**src/rtl/alu_seq.sv**
```systemverilog
// alu_seq: single-cycle integer ALU plus iterative unsigned multiply/divide
// with a valid/ready handshake in both directions and one operation in flight.
module alu_seq #(
    parameter int XLEN = 32
) (
    input  logic            clk,
    input  logic            rst_n,
    input  logic            flush,
    input  logic            in_valid,
    output logic            in_ready,
    input  logic [XLEN-1:0] A,
    input  logic [XLEN-1:0] B,
    input  logic [3:0]      alu_control,
    output logic            out_valid,
    input  logic            out_ready,
    output logic [XLEN-1:0] alu_result,
    output logic            zero,
    output logic            greater,
    output logic            less,
    output logic            u_greater,
    output logic            u_less
);
    localparam int SHW = $clog2(XLEN);
    localparam int CW  = $clog2(XLEN + 1);

    typedef enum logic [1:0] {IDLE, BUSY, DONE} state_t;

    state_t              r_state;
    logic                r_valid;
    logic [XLEN-1:0]     r_result;
    logic [XLEN-1:0]     r_opd;
    logic [2*XLEN-1:0]   r_acc;
    logic [CW-1:0]       r_cnt;
    logic [3:0]          r_op;
    logic                r_zero, r_greater, r_less, r_u_greater, r_u_less;

    logic                w_accept, w_iter, w_is_mul, w_hi;
    logic [SHW-1:0]      w_sh;
    logic [CW-1:0]       w_ctz, w_clz, w_cpop;
    logic [XLEN-1:0]     w_single, w_iter_res;
    logic [XLEN:0]       w_sum, w_rem_sh, w_trial;
    logic [2*XLEN-1:0]   w_mul_nxt, w_div_nxt;

    assign in_ready = !flush && ((r_state == IDLE) || ((r_state == DONE) && out_ready));
    assign w_accept = in_valid && in_ready;
    assign w_iter   = (alu_control == 4'b1000) || (alu_control == 4'b1001) ||
                      (alu_control == 4'b1101) || (alu_control == 4'b1110);
    assign w_sh     = B[SHW-1:0];

    always_comb begin
        w_ctz  = CW'(XLEN);
        w_clz  = CW'(XLEN);
        w_cpop = '0;
        for (int i = XLEN - 1; i >= 0; i--)
            if (A[i]) w_ctz = CW'(i);
        for (int i = 0; i < XLEN; i++) begin
            if (A[i]) w_clz = CW'(XLEN - 1 - i);
            w_cpop = w_cpop + CW'(A[i]);
        end
    end

    always_comb begin
        case (alu_control)
            4'b0000: w_single = A + B;
            4'b0001: w_single = A - B;
            4'b0010: w_single = A & B;
            4'b0011: w_single = A | B;
            4'b0100: w_single = A ^ B;
            4'b0101: w_single = A << w_sh;
            4'b0110: w_single = A >> w_sh;
            4'b0111: w_single = $unsigned($signed(A) >>> w_sh);
            4'b1010: w_single = XLEN'(w_ctz);
            4'b1011: w_single = XLEN'(w_clz);
            4'b1100: w_single = XLEN'(w_cpop);
            default: w_single = '0;
        endcase
    end

    // Multiply: low half of the accumulator starts as B and is consumed LSB first.
    assign w_sum     = {1'b0, r_acc[2*XLEN-1:XLEN]} + (r_acc[0] ? {1'b0, r_opd} : {(XLEN+1){1'b0}});
    assign w_mul_nxt = {w_sum, r_acc[XLEN-1:1]};
    // Divide: {remainder, dividend/quotient} shifts left, quotient bits enter at the bottom.
    assign w_rem_sh  = {r_acc[2*XLEN-1:XLEN], r_acc[XLEN-1]};
    assign w_trial   = w_rem_sh - {1'b0, r_opd};
    assign w_div_nxt = w_trial[XLEN] ? {w_rem_sh[XLEN-1:0], r_acc[XLEN-2:0], 1'b0}
                                     : {w_trial[XLEN-1:0], r_acc[XLEN-2:0], 1'b1};

    assign w_is_mul   = !r_op[2];
    assign w_hi       = (r_op == 4'b1001) || (r_op == 4'b1110);
    assign w_iter_res = w_hi ? r_acc[2*XLEN-1:XLEN] : r_acc[XLEN-1:0];

    always_ff @(posedge clk or negedge rst_n) begin
        if (!rst_n) begin
            r_state     <= IDLE;
            r_valid     <= 1'b0;
            r_result    <= '0;
            r_opd       <= '0;
            r_acc       <= '0;
            r_cnt       <= '0;
            r_op        <= '0;
            r_zero      <= 1'b0;
            r_greater   <= 1'b0;
            r_less      <= 1'b0;
            r_u_greater <= 1'b0;
            r_u_less    <= 1'b0;
        end else if (flush) begin
            r_state <= IDLE;
            r_valid <= 1'b0;
            r_cnt   <= '0;
        end else if (w_accept) begin
            r_zero      <= A == B;
            r_greater   <= $signed(A) > $signed(B);
            r_less      <= $signed(A) < $signed(B);
            r_u_greater <= A > B;
            r_u_less    <= A < B;
            if (w_iter) begin
                r_state <= BUSY;
                r_valid <= 1'b0;
                r_cnt   <= CW'(XLEN);
                r_op    <= alu_control;
                r_opd   <= alu_control[2] ? B : A;
                r_acc   <= {{XLEN{1'b0}}, alu_control[2] ? A : B};
            end else begin
                r_state  <= DONE;
                r_valid  <= 1'b1;
                r_result <= w_single;
            end
        end else if (r_state == BUSY) begin
            if (r_cnt != '0) begin
                r_cnt <= r_cnt - 1'b1;
                r_acc <= w_is_mul ? w_mul_nxt : w_div_nxt;
            end else begin
                r_state  <= DONE;
                r_valid  <= 1'b1;
                r_result <= w_iter_res;
            end
        end else if ((r_state == DONE) && out_ready) begin
            r_state <= IDLE;
            r_valid <= 1'b0;
        end
    end

    assign out_valid  = r_valid;
    assign alu_result = r_result;
    assign zero       = r_zero;
    assign greater    = r_greater;
    assign less       = r_less;
    assign u_greater  = r_u_greater;
    assign u_less     = r_u_less;
endmodule

```
**config.mk**
```make
export PLATFORM = sky130hd
export DESIGN_NAME = alu_seq
export DESIGN_NICKNAME = d
export VERILOG_FILES = /design/src/rtl/alu_seq.sv
export SDC_FILE = /design/constraint.sdc
export NUM_CORES = 1
export LEC_CHECK = 0
export CORE_ASPECT_RATIO = 1.1
export CORE_MARGIN = 1.5
export CORE_UTILIZATION = 50
export CTS_CLUSTER_DIAMETER = 40
export DETAILED_ROUTE_END_ITERATION = 8
export PLACE_DENSITY_LB_ADDON = 0.15
export SKIP_CTS_REPAIR_TIMING = 1
export SYNTH_ARGS = -nofsm -noshare
export SYNTH_HDL_FRONTEND = slang
export SYNTH_SLANG_ARGS = --single-unit
export TNS_END_PERCENT = 1
```
**constraint.sdc**
```tcl
create_clock -name clk -period 5.3 [get_ports clk]
set_clock_uncertainty 0.1 [all_clocks]
set_input_delay 1.06 -clock clk [delete_from_list [all_inputs] [get_ports clk]]
set_output_delay 1.06 -clock clk [all_outputs]
set_load 0.005 [all_outputs]
```
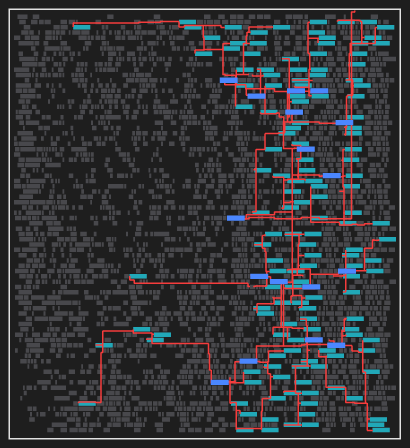
(images/clk_routes.png)
Blue shows clock drivers, count 17. Red shows clock wires, length 2190 um. Cyan shows flip-flops, count 145.
There are 18 routed clock nets.
share of power burned in the clock network: 16.8%
clk latency late pin: 0.45 ns

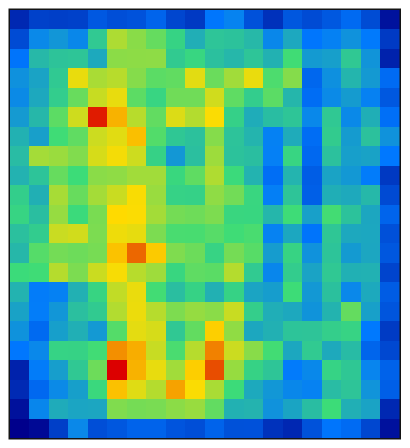
(images/metal_density.png)
20 x 22 tiles, from dark blue (low) to red (high), scaled to the fullest tile. Values are wire area over tile area, all layers added.
36% of the tiles are over half the peak. The fullest tile reaches 0.83. The mean over all tiles is 0.36. 0.50% of the tiles are nearly empty.

==> reports/results.md <==
| Group | Parameter | This run |
|---|---|---|
| layout | Inverter count of the layout excluding clock inverters | 177 |
| outcome | Outcome | finished with violations |
| timing | Count of endpoints failing setup in the final report | 5 |
| worst hold path | Min-Delay Startpoint | alu_result[9]$_DFFE_PN0P_ |
| pwr | Proportion of total power due to net switching | 45.2% |
| outcome | Violations in the final reports | negative setup slack |
| timing | Fmax | 163 MHz |
| drt | Number of routed nets with antenna violations | 0 |
| timing | Max-slew violation total from the final report | 0 |
| layout | Number of nets in the layout | 3236 |
| pwr | Power share of the combinational group | 59.9% |
| setup path | Critical path launch point | A[25] |
| timing | Setup slack of the critical path after layout | -0.829 ns |
| clock network | Largest buffer count on any clock path | 2 |
| global route | Met3 track demand over resource in global routing | 7.30% |
| layout | Max FFs per register | 64 |
| drt | WL met3 | 8.65 mm |
| setup path | Critical path required time | 5.55 ns |
| worst hold path | Worst min-delay path category | flop to flop |
| placement | Post-DP HPWL | 73.2 mm |
| logic synthesis | Post-synthesis cell count from yosys | 2854 |
| floorplan | Chip Area | 43900 um^2 |
| layout | Number of antenna diodes | 0 |
| layout | Area of combinational cells with multiple inputs | 16400 um^2 |
| layout | Final design utilization | 58.1% |
| setup path | Count of cell instances traversed by the critical path | 21 |
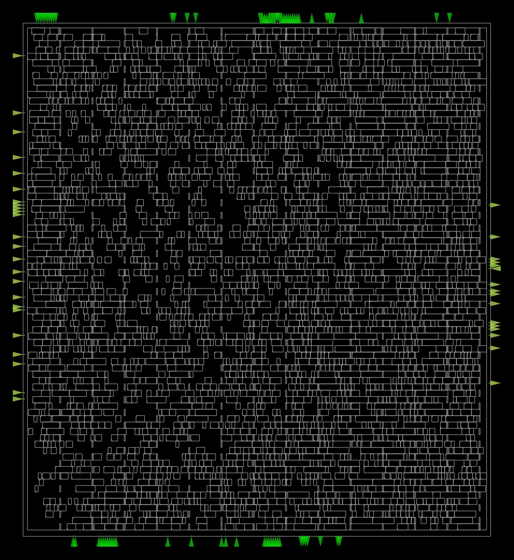
(images/placement.png)
count of sequential standard cells: 145
number of well taps: 567
number of placement rows: 79
number of filler instances in the final layout: 4011

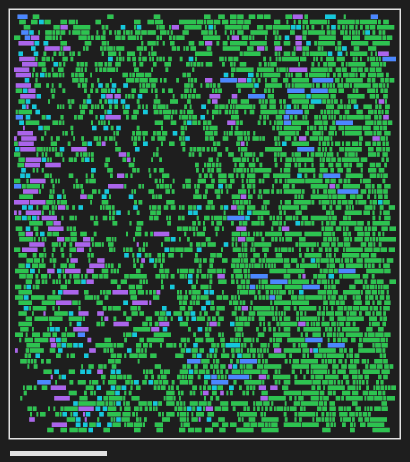
(images/sizes.png)
Scale bar: 50 um.
Green shows _0 and _1 cells, cells 2617, share 88%. Cyan shows _3 and _4 cells, cells 191, share 6.4%. Purple shows _2 cells, cells 133, share 4.5%. Blue shows _6 and larger, cells 35, share 1.2%.

Power and IR drop assume default switching activity.
